## src/rtl/light_package.sv

```systemverilog
// Shared light colors for the traffic light controller and its street-side
// environment, plus the safety-violation codes raised by the monitor.
package light_package;

  typedef enum logic [1:0] {green, yellow, red} colors;

  typedef enum logic [1:0] {NONE, CONFLICT, SKIP_YELLOW, BAD_SEQ} viol_t;

endpackage

```

## src/rtl/street_queue.sv

```systemverilog
// One street's car queue: arrivals counted in, paced departures out while the
// light is green, and the traffic sensor decoded from the count.
module street_queue
  import light_package::*;
#(
  parameter int QDEPTH     = 15,
  parameter int DEPART_GAP = 2,
  parameter int QW         = $clog2(QDEPTH + 1)
) (
  input  logic          clk,
  input  logic          reset,
  input  logic          arrive,
  input  colors         light,
  output logic          t,
  output logic [QW-1:0] q,
  output logic          depart,
  output logic          drop
);

  localparam int GW = (DEPART_GAP > 1) ? $clog2(DEPART_GAP) : 1;
  localparam logic [QW-1:0] QFULL    = QW'(QDEPTH);
  localparam logic [GW-1:0] GAP_LOAD = GW'(DEPART_GAP - 1);

  logic [QW-1:0] cnt_q, cnt_d;
  logic [GW-1:0] gap_q, gap_d;
  logic          depart_q, depart_d;
  logic          drop_q, drop_d;
  logic          dep_ok;

  always_comb begin
    dep_ok   = (light == green) && (cnt_q != '0) && (gap_q == '0);
    cnt_d    = cnt_q;
    gap_d    = gap_q;
    depart_d = dep_ok;
    drop_d   = 1'b0;

    // A simultaneous arrival and departure cancel, so a full queue never drops then.
    if (arrive && !dep_ok) begin
      if (cnt_q == QFULL) drop_d = 1'b1;
      else                cnt_d  = cnt_q + 1'b1;
    end else if (dep_ok && !arrive) begin
      cnt_d = cnt_q - 1'b1;
    end

    if (dep_ok)                gap_d = GAP_LOAD;
    else if (light != green)   gap_d = '0;
    else if (gap_q != '0)      gap_d = gap_q - 1'b1;
  end

  always_ff @(posedge clk or posedge reset) begin
    if (reset) begin
      cnt_q    <= '0;
      gap_q    <= '0;
      depart_q <= 1'b0;
      drop_q   <= 1'b0;
    end else begin
      cnt_q    <= cnt_d;
      gap_q    <= gap_d;
      depart_q <= depart_d;
      drop_q   <= drop_d;
    end
  end

  assign t      = (cnt_q != '0);
  assign q      = cnt_q;
  assign depart = depart_q;
  assign drop   = drop_q;

endmodule

```

## src/rtl/tlc_street_env.sv

```systemverilog
// Street-side environment for the two-street light controller: two car queues
// feeding the Ta/Tb sensors and a sticky light-sequence safety monitor.
module tlc_street_env
  import light_package::*;
#(
  parameter int QDEPTH     = 15,
  parameter int DEPART_GAP = 2,
  parameter int QW         = $clog2(QDEPTH + 1)
) (
  input  logic          clk,
  input  logic          reset,
  input  logic          arrive_a,
  input  logic          arrive_b,
  input  colors         La,
  input  colors         Lb,
  output logic          Ta,
  output logic          Tb,
  output logic [QW-1:0] qa,
  output logic [QW-1:0] qb,
  output logic          depart_a,
  output logic          depart_b,
  output logic          drop_a,
  output logic          drop_b,
  output logic          viol,
  output viol_t         viol_code
);

  street_queue #(.QDEPTH(QDEPTH), .DEPART_GAP(DEPART_GAP), .QW(QW)) u_queue_a (
    .clk    (clk),
    .reset  (reset),
    .arrive (arrive_a),
    .light  (La),
    .t      (Ta),
    .q      (qa),
    .depart (depart_a),
    .drop   (drop_a)
  );

  street_queue #(.QDEPTH(QDEPTH), .DEPART_GAP(DEPART_GAP), .QW(QW)) u_queue_b (
    .clk    (clk),
    .reset  (reset),
    .arrive (arrive_b),
    .light  (Lb),
    .t      (Tb),
    .q      (qb),
    .depart (depart_b),
    .drop   (drop_b)
  );

  colors last_a_q, last_a_d;
  colors last_b_q, last_b_d;
  logic  viol_q, viol_d;
  viol_t code_q, code_d;
  logic  conflict, skip_yellow, bad_seq;
  viol_t code_now;

  always_comb begin
    conflict    = (La != red) && (Lb != red);
    skip_yellow = ((last_a_q == green) && (La == red)) ||
                  ((last_b_q == green) && (Lb == red));
    bad_seq     = ((last_a_q == red)    && (La == yellow)) ||
                  ((last_a_q == yellow) && (La == green))  ||
                  ((last_b_q == red)    && (Lb == yellow)) ||
                  ((last_b_q == yellow) && (Lb == green));

    if (conflict)         code_now = CONFLICT;
    else if (skip_yellow) code_now = SKIP_YELLOW;
    else if (bad_seq)     code_now = BAD_SEQ;
    else                  code_now = NONE;

    last_a_d = La;
    last_b_d = Lb;
    viol_d   = viol_q;
    code_d   = code_q;
    // Only the first violation is recorded; the flag is sticky until reset.
    if (!viol_q && (code_now != NONE)) begin
      viol_d = 1'b1;
      code_d = code_now;
    end
  end

  always_ff @(posedge clk or posedge reset) begin
    if (reset) begin
      last_a_q <= red;
      last_b_q <= red;
      viol_q   <= 1'b0;
      code_q   <= NONE;
    end else begin
      last_a_q <= last_a_d;
      last_b_q <= last_b_d;
      viol_q   <= viol_d;
      code_q   <= code_d;
    end
  end

  assign viol      = viol_q;
  assign viol_code = code_q;

endmodule
```

## config.mk

```make
export PLATFORM = sky130hd
export DESIGN_NAME = tlc_street_env
export DESIGN_NICKNAME = d
export VERILOG_FILES = /design/src/rtl/light_package.sv /design/src/rtl/street_queue.sv /design/src/rtl/tlc_street_env.sv
export SDC_FILE = /design/constraint.sdc
export NUM_CORES = 1
export LEC_CHECK = 0
export CORE_MARGIN = 8
export CORE_UTILIZATION = 45
export CTS_BUF_LIST = sky130_fd_sc_hd__clkbuf_4 sky130_fd_sc_hd__clkbuf_8
export DETAILED_ROUTE_END_ITERATION = 7
export GPL_ROUTABILITY_DRIVEN = 1
export PLACE_DENSITY = 0.79
export REMOVE_ABC_BUFFERS = 1
export SLEW_MARGIN = 0
export SYNTH_ARGS = -nofsm -noshare
export SYNTH_HDL_FRONTEND = slang
export SYNTH_SLANG_ARGS = --single-unit
```

## constraint.sdc

```tcl
create_clock -name clk -period 1.9 [get_ports clk]
set_input_delay 0.38 -clock clk [delete_from_list [all_inputs] [get_ports clk]]
set_output_delay 0.38 -clock clk [all_outputs]
set_load 0.05 [all_outputs]
```

==> results.sh, run 1 <==
# implementation run metrics
export IMPL_dp_hpwl_um=1790
export IMPL_violations="setup timing"
export IMPL_power_total_uw=2560
export IMPL_fin_area_um2=1640
export IMPL_most_common_cell="dfrtp_1"
export IMPL_cp_depth=6
export IMPL_p_per_area_nw_per_um2=1560
export IMPL_cp_num_buf_inv=0
export IMPL_synth_avg_cell_area_um2=11.2
export IMPL_worstSetupEndpoint="u_queue_b.q[3]$_DFFE_PP0P_"
export IMPL_setup_tns_ns=-0.160
export IMPL_synth_edff_count=0
export IMPL_async_flop_share_pct=100
export IMPL_yosys_stat_cells=92
export IMPL_crit_family="AND-OR/OR-AND gates"
export IMPL_drtIter0Drc=36
export IMPL_cts_buffers=3
export IMPL_setup_ws_ns=-0.0766
export IMPL_dp_slack_ns=-0.492
export IMPL_startpoint="u_queue_b.depart$_DFF_PP0_"
export IMPL_min_path_type="input pin to asynchronous set/reset pin"
export IMPL_top_area_cell="dfrtp_1"
export IMPL_num_vias=932
export IMPL_intPower_uw=1370
export IMPL_warning_count=27
export IMPL_skew_ns=0.00390
export IMPL_die_x_um=63.8
export IMPL_sh_seq_area_pct=29.2
export IMPL_p_leak_uw=0.000727
export IMPL_drt_wl_total_um=2680
export IMPL_h_tree_depth=1
export IMPL_num_antenna_cells=0
export IMPL_worst_ep_required_time_ns=2.12
export IMPL_end_kind="flop"
export IMPL_yosys_area_um2=1030
export IMPL_slew_headroom_pct=66.7
export IMPL_seqPwrFrac_pct=24.4
export IMPL_lay_top_cells="buf_4 (40), dfrtp_1 (17), clkdlybuf4s50_1 (7)"
export IMPL_inv_count=5
export IMPL_place_congestion=0.807
export IMPL_top_area_share_pct=41.5
export IMPL_busiest_layer="met2"
export IMPL_topCellsByArea="dfrtp_1 (41%), dfstp_2 (5.1%), ha_1 (4.9%)"
export IMPL_dr_pass1_iters=4
export IMPL_grt_pass1_wl_um=4240
export IMPL_startpoint_type="flop"
export IMPL_r2r_end="u_queue_b.q[3]$_DFFE_PP0P_"
export IMPL_grt_met2_usage_pct=21.8
export IMPL_antenna_found_initial=0
export IMPL_finalClockPeriodUsage_pct=104
export IMPL_placed_cells=164
export IMPL_combinationalPowerShare_pct=67.8
export IMPL_ys_warn_count=0
export IMPL_yosysUniqueCellTypes=26
export IMPL_arrival_ns=2.19
export IMPL_final_common_cell="buf_4"
export IMPL_common_cells="dfrtp_1 (17), nand2_1 (7), a21oi_1 (6)"
export IMPL_min_period_ns=1.98
export IMPL_r2r_slack_ns=-0.08
export IMPL_n_all_buffers=52
export IMPL_ant_nets=0
export IMPL_hold_slack_ns=0.416
export IMPL_ir_drop_uv=1010
export IMPL_path_cells="o41ai_4 > ha_4 > a21oi_4 > nand2_2 > mux2_4 > o22ai_2"
export IMPL_regArea_um2=478
export IMPL_tightest_slew_ns=0.498
export IMPL_clock_sinks=19
export IMPL_gr_total_overflow=0
export IMPL_final_nonclk_buf_share_pct=25.8
export IMPL_finalSetupViolations=4
export IMPL_rsz0062_at_grt="yes"
export IMPL_synth_flops=19
export IMPL_critPathKind="flop to flop"
export IMPL_rr_startpoint="u_queue_b.depart$_DFF_PP0_"
export IMPL_logic_gates=68
export IMPL_cts_buffer_depth=2
export IMPL_power_switching_uw=1180
export IMPL_root_buffer="clkbuf_4"
export IMPL_drv_cap=0
export IMPL_hold_viol=0
export IMPL_clk_latency_ns=0.29
export IMPL_clkCellAreaFrac_pct=1.68
export IMPL_slew_violations=0
export IMPL_io_pins=25
export IMPL_fin_cells=176
export IMPL_grt_pass1_vias=952
export IMPL_flop_count=19
export IMPL_drive_gt1_share_pct=50.7
export IMPL_cts_resized=14
export IMPL_comb_area_um2=653
export IMPL_cts_reportedPaths_clkPinSlew_ns=0.11
export IMPL_wl_per_cell_um=15.3
export IMPL_die_area_um2=4060
export IMPL_num_nets_final=163
export IMPL_ys_seq_share_pct=46.6
export IMPL_syn_area_um2=1030
export IMPL_use_met1_pct=14.6
export IMPL_yosys_most_used_dff="dfrtp_1"
export IMPL_p_sw_share_pct=46.3
export IMPL_clkbuf_count=3
export IMPL_slowest_delay_ns=0.57
export IMPL_cts_hold_buf=0
export IMPL_cp_slowest_cell="o41ai_4"
export IMPL_sh_comb_area_pct=39.9
export IMPL_r2r_cells=6
export IMPL_worst_path_max_fanout=4
export IMPL_cts_tree="done"
export IMPL_status="finished, violations left"
export IMPL_placed_area_um2=1420
export IMPL_post_cts_setup_buffer_count=3
export IMPL_clkPwrFrac_pct=7.8
export IMPL_synthToLayoutAreaGrowth_pct=59.6
export IMPL_viasPerCell=5.30
export IMPL_gr_usage_all_layers_pct=12.9
export IMPL_grt_max_degree=20
export IMPL_rows=17
export IMPL_use_met3_pct=4.18
export IMPL_netlist_instances=92
export IMPL_fmax_mhz=506
export IMPL_largest_class="multi-input combinational cells"
export IMPL_drc=0
## run 1: per-layer routing
layer  routed length [um]  part of all wire, %
met3                  176                  6.6
met1                 1090                   40
met5                    0                    0
met4                   62                  2.3
met2                 1360                   51
## run 1: logic make-up after synthesis
kind of cell	Yosys count	synth area share (%)
DFF	19	46.6
adders and majority gates	6	8.78
AOI/OAI and AO/OA	15	10.9
xor gates and xnor gates	4	3.41
and+or+nand+nor	36	20.9
muxes	7	7.68
buffers and inverters	5	1.83
## run 1: power by group through the flow
stage	Combinational (uW)	Sequential, uW	Clock, uW
finish	1730	624	198
global placement	1340	591	0
CTS	1490	623	208
global route	1860	633	227
detailed placement	1370	597	0
floorplan	456	999	0
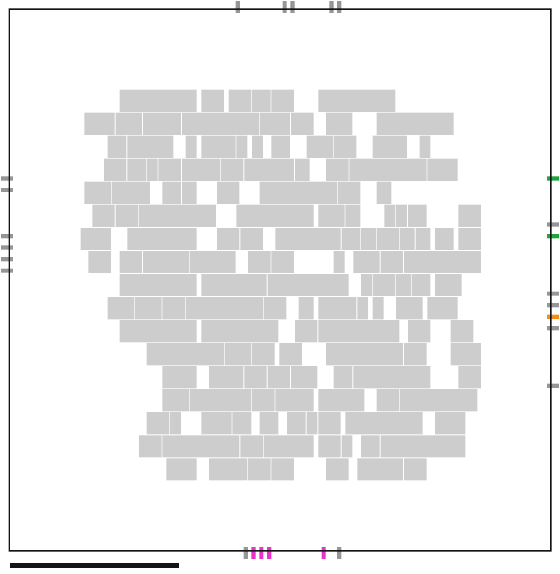
run_1/pins.png
Scale bar: 20 um. Pins as bars across the die edge, other pins in grey.
legend:
  orange:
    port: depart_b
    pins: 1
    direction: output
    edge: right
  magenta:
    port: qb
    pins: 4
    direction: output
    edge: bottom
  green:
    port: viol_code
    pins: 2
    direction: output
    edge: right
all pins by edge: 8 right, 6 bottom, 6 left, 5 top
Port Buf Inserts: 24
Die Y: 63.8 um

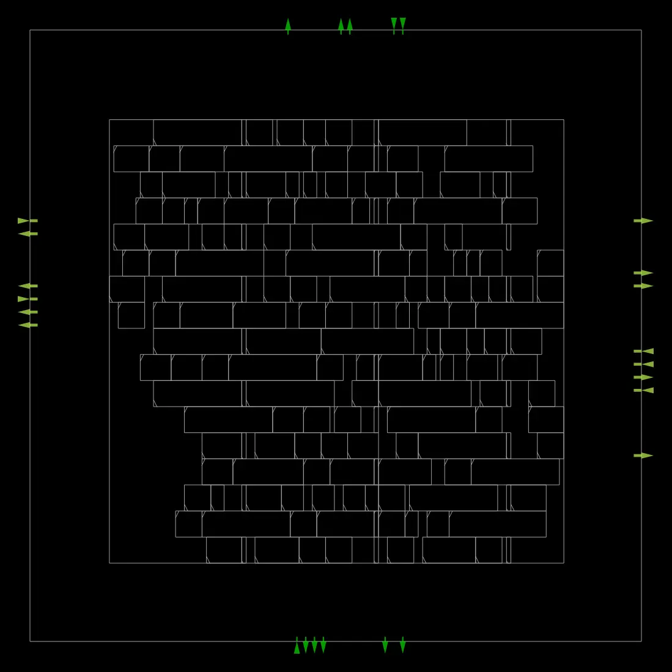
run_1/final_placement.png
TAP cells: 28
# fillers: 140

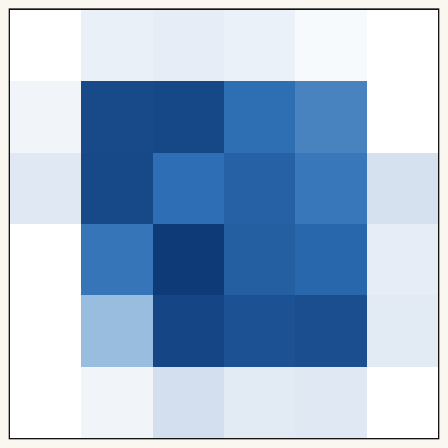
run_1/density.png
The die is cut into 6 by 6 equal tiles; white is low, dark blue is high, 0 to 100% covered.
densest ninth of the die: centre
fullest tile: 96%
emptiest ninth of the die: lower left
fp_density: 46.8%
final core occ: 74.8%
core footprint: 2190 um2

==> run 2, diff against run 1 <==
CAP_MARGIN = 20   (was unset)
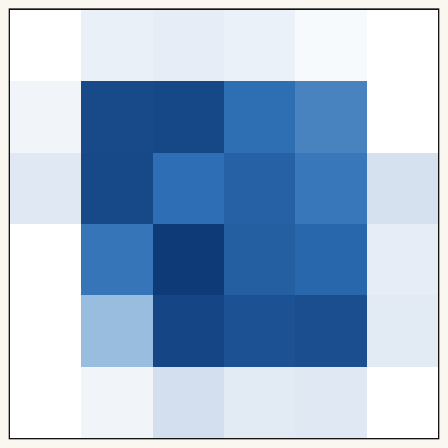
run_2/density.png
The die is cut into 6 by 6 equal tiles; white is low, dark blue is high, 0 to 100% covered.
densest ninth of the die: centre
fullest tile: 96%
tiles over 75% full: 31%

==> run 2 against run 1 <==
The run still ends with setup timing left. Flip-flop count stayed put. Sequential share of layout area stayed put. Clock skew stayed put. Count of clock-buffer cells in the layout stayed put. Clock power hardly changed. Global-route usage stayed put. Register-to-register slack hardly changed. Combinational power hardly changed. Via count stayed put. Cell count stayed put. Critical path depth stayed put. Sequential power hardly changed. Critical path type unchanged. Critical endpoint unchanged. Highest routed layer unchanged.
==> results.sh, run 2 <==
# implementation run metrics
export IMPL_power_leader="combinational logic"
export IMPL_power_total_uw=2560
export IMPL_ys_sh_simple_pct=20.9
export IMPL_combinationalPowerShare_pct=67.8
export IMPL_ys_top_logic_family="simple AND/OR/NAND/NOR gates"
export IMPL_arrival_ns=2.19
export IMPL_slew_violations=0
export IMPL_gr_usage_all_layers_pct=12.9
export IMPL_num_nets_final=163
export IMPL_yosys_most_used_dff="dfrtp_1"
export IMPL_p_sw_share_pct=46.3
export IMPL_drive_gt1_share_pct=50.7
export IMPL_cts_resized=14
export IMPL_io_pins=25
export IMPL_final_common_cell="buf_4"
export IMPL_drtIter0Drc=36
export IMPL_rsz0062_at_grt="yes"
export IMPL_setup_ws_ns=-0.0766
export IMPL_lay_top_cells="buf_4 (40), dfrtp_1 (17), clkdlybuf4s50_1 (7)"
export IMPL_die_area_um2=4060
export IMPL_nFillCells=140
export IMPL_grt_max_degree=20
export IMPL_async_flop_share_pct=100
export IMPL_worst_path_max_fanout=4
export IMPL_yosys_stat_cells=92
export IMPL_startpoint_type="flop"
export IMPL_num_antenna_cells=0
export IMPL_hold_viol=0
export IMPL_synthToLayoutAreaGrowth_pct=59.6
export IMPL_drv_cap=0
export IMPL_h_tree_depth=1
export IMPL_adder_share_pct=8.78
export IMPL_critPathKind="flop to flop"
export IMPL_r2r_cells=6
export IMPL_top_layer_used="met4"
export IMPL_syn_area_um2=1030
export IMPL_slew_headroom_pct=66.7
export IMPL_synth_flops=19
export IMPL_clk_latency_ns=0.29
export IMPL_r2r_end="u_queue_b.q[3]$_DFFE_PP0P_"
export IMPL_cts_hold_buf=0
export IMPL_cp_depth=6
export IMPL_cp_slowest_cell="o41ai_4"
export IMPL_p_seq_uw=624
export IMPL_dp_hpwl_um=1790
export IMPL_violations="setup timing"
export IMPL_clock_sinks=19
export IMPL_slowest_delay_ns=0.57
export IMPL_use_met1_pct=14.6
export IMPL_num_vias=932
export IMPL_drt_wl_total_um=2680
export IMPL_ant_nets=0
export IMPL_grt_pass1_wl_um=4240
export IMPL_dr_pass1_iters=4
export IMPL_status="finished, violations left"
export IMPL_finalSetupViolations=4
export IMPL_root_buffer="clkbuf_4"
export IMPL_aoi_share_pct=10.9
export IMPL_ys_warn_count=0
export IMPL_busiest_layer="met2"
export IMPL_finalClockPeriodUsage_pct=104
export IMPL_worst_ep_required_time_ns=2.12
export IMPL_min_period_ns=1.98
export IMPL_yosys_area_um2=1030
export IMPL_skew_ns=0.00390
export IMPL_rr_startpoint="u_queue_b.depart$_DFF_PP0_"
export IMPL_grt_met2_usage_pct=21.8
export IMPL_grt_pass1_vias=952
export IMPL_cts_buffer_depth=2
export IMPL_wl_met1_um=1090
export IMPL_utilization_pct=74.8
export IMPL_path_cells="o41ai_4 > ha_4 > a21oi_4 > nand2_2 > mux2_4 > o22ai_2"
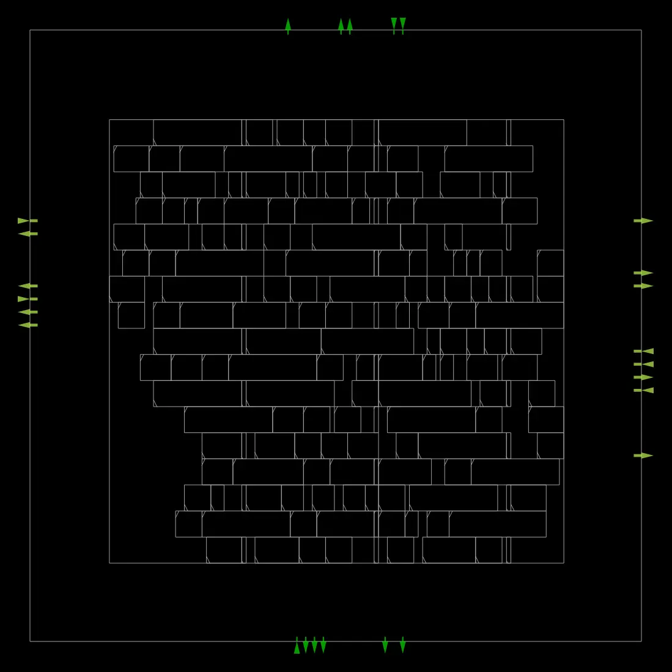
run_2/final_placement.png
# rows: 17
sequential cell area share: 29.2%
post-route insts no fill: 176
seq_cells: 19

## run 2: cell counts after synthesis
Identical to the previous run, type by type.
## run 2: layout make-up
class | instances | area, um2 | area share (%)
clock buffer | 3 | 22.5 | 1.38
inverter | 5 | 21.3 | 1.30
timing repair buffer | 52 | 423 | 25.8
multi-input combinational | 68 | 653 | 39.9
sequential | 19 | 478 | 29.2
tap | 28 | 35.0 | 2.14
clock inverter | 1 | 5.00 | 0.306
## run 2: metrics by stage
step	instances	hold WS [ns]	setup TNS, ns	instance area (um2)	worst slack, ns
floorplan	92	0.330	-2.67	1030	-0.528
global placement	164	0.490	-1.96	1420	-0.390
detailed placement	164	0.511	-2.39	1420	-0.492
CTS	171	0.407	-0.139	1520	-0.0793
global route	176	0.448	-0.754	1640	-0.161
finish	176	0.416	-0.160	1640	-0.0766
Power figures rest on the tool's default switching activity, not on a simulated workload.
